Design pulse_stretcher, sky130hd; sources not shown.
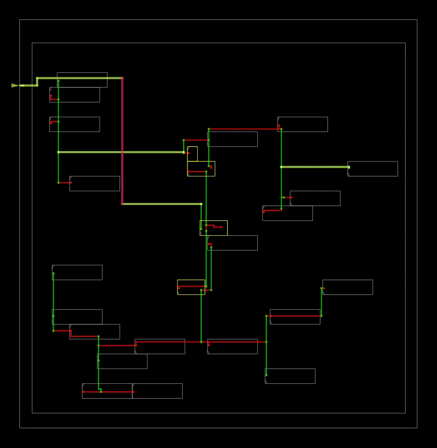
(images/final_clocks.png)
clock net sink count: 21
number of sequential cells: 21

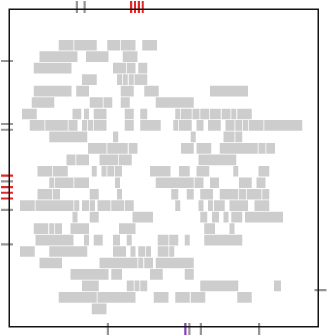
(images/pins.png)
Pins as bars across the die edge, other pins in gray.
red -> width  # pins 8, direction input, edge 4 left, 4 top
purple -> pulse_out  # pins 1, direction output, edge bottom
number of buffers inserted by port buffering: 21
Die Span Y: 75 µm
Die Span X: 73 µm

==> results.md <==
| Metric | This run |
|:---|:---|
| Result of the run | finished, final reports clean |
| Number of logged tool warnings | 29 |
| Least-Margin Pin Slew | 0.628 ns |
| Congestion Overflow GR | 0 |
| Clock buffer count from CTS | 3 |
| Kind of path behind the tightest hold check | reg2reg |
| Clock tree from TritonCTS | done |
| Leading cell types by total area after synthesis | dfrtp_1 38%, ha_1 5.4%, mux2_4 5.4% |
| Overall chip area | 0.00548 mm² |
| Critical path depth | 7 |
| Final Setup Violations | 0 |
| Number of H-tree levels | 1 |
| Syn Area/Cell | 9.34 µm² |
| Final HPWL from detailed placement | 2550 µm |
| Worst max-slew margin expressed relative to the limit | 57.7% |
| Synth warn | 6 |
| Final clock skew | 0.00188 ns |
| Critical path required time | 5.60 ns |
| Antenna violations before repair | 0 |
| CP bufs+invs | 3 |
| Total power | 844 µW |
| Highest attainable clock frequency | 323 MHz |
| Max-capacitance violation count | 0 |
| Post-Route WL | 3320 µm |
| Std-Cell Core Area | 0.00466 mm² |
| Detailed-route vias per instance | 5.18 |
| Final net count | 201 |
| Io pins | 22 |
| Min Clock Period, post-route | 3.10 ns |
| Number of cell instances on the worst register-to-register path | 11 |
## metal layers
metal	GRT usage, %	vias to the layer above	routed length [µm]
li1	-	599	-
met1	17.8	560	1550
met2	21.8	25	1620
met3	2.28	2	126
met4	4.53	0	23
met5	-	-	0
## power by group
| part | switching, µW | internal (µW) | total (µW) |
|---|---|---|---|
| combinational | 211 | 215 | 427 |
| sequential | 81.6 | 232 | 313 |
| clock | 53.4 | 50.9 | 104 |
## tightest hold or removal path, stage by stage, from the launching register on
cell and delay (ns):
dfrtp_1 0.36, nand2_1 0.05, o21ai_0 0.06
## kinds of logic after synthesis
group           after synthesis  synth area share [%]
mux                           6                  6.16
buf+inv                      14                  4.46
fa+ha+maj                     6                  5.36
xor+xnor                     12                  7.50
simple gates                 56                  21.5
flops                        21                  37.5
compound gates               35                  17.5
## synthesized netlist by cell type
cell type and n:
nand2b_1 2, xnor2_1 8, or3_1 1, nor2_2 1, buf_6 1, or3b_1 1
nand3_1 4, o311a_1 1, clkbuf_1 1, nor2b_1 2, a21o_1 1, o221ai_1 1
mux2_2 1, a31oi_1 3, nor3b_1 3, nand2b_4 1, o31ai_1 1, a211o_2 1
or4_1 3, o2111ai_1 1, dfrtp_1 21, inv_1 9, xor2_1 4, a221o_1 2
o211a_1 1, o21ai_0 5, or3b_2 1, o211ai_1 1, nand4_1 2, nand2_1 13
nor3_1 5, nor4_1 5, clkinv_1 1, a21boi_0 1, nor2_1 11, buf_2 2
ha_1 6, a2bb2oi_1 1, a21oi_1 4, a211o_1 1, a211oi_1 1, o22ai_1 8
mux2_4 5, and2_4 1, o22a_1 1
## through the flow
stage / hold WS [ns] / util [%] / instances / setup slack [ns]
floorplan: 0.523 / - / 150 / 2.90
global placement: 0.488 / 36.0 / 225 / 2.08
detailed placement: 0.503 / 36.0 / 225 / 2.06
CTS: 0.522 / 37.0 / 229 / 2.34
global route: 0.568 / 36.9 / 229 / 2.16
finish: 0.509 / 36.9 / 229 / 2.35
## final cells by class
class / count / area [µm²] / area share (%)
Timing Repair Buffer: 21 / 205 / 11.9
Multi-Input combinational cell: 115 / 813 / 47.3
Buffer: 4 / 25.0 / 1.45
Clock inverter: 1 / 5.00 / 0.291
Sequential cell: 21 / 526 / 30.5
Inverter: 10 / 37.5 / 2.18
Tap cell: 54 / 67.6 / 3.93
Clock buffer: 3 / 41.3 / 2.40
Power figures rest on the tool's default switching activity, not on a simulated workload.
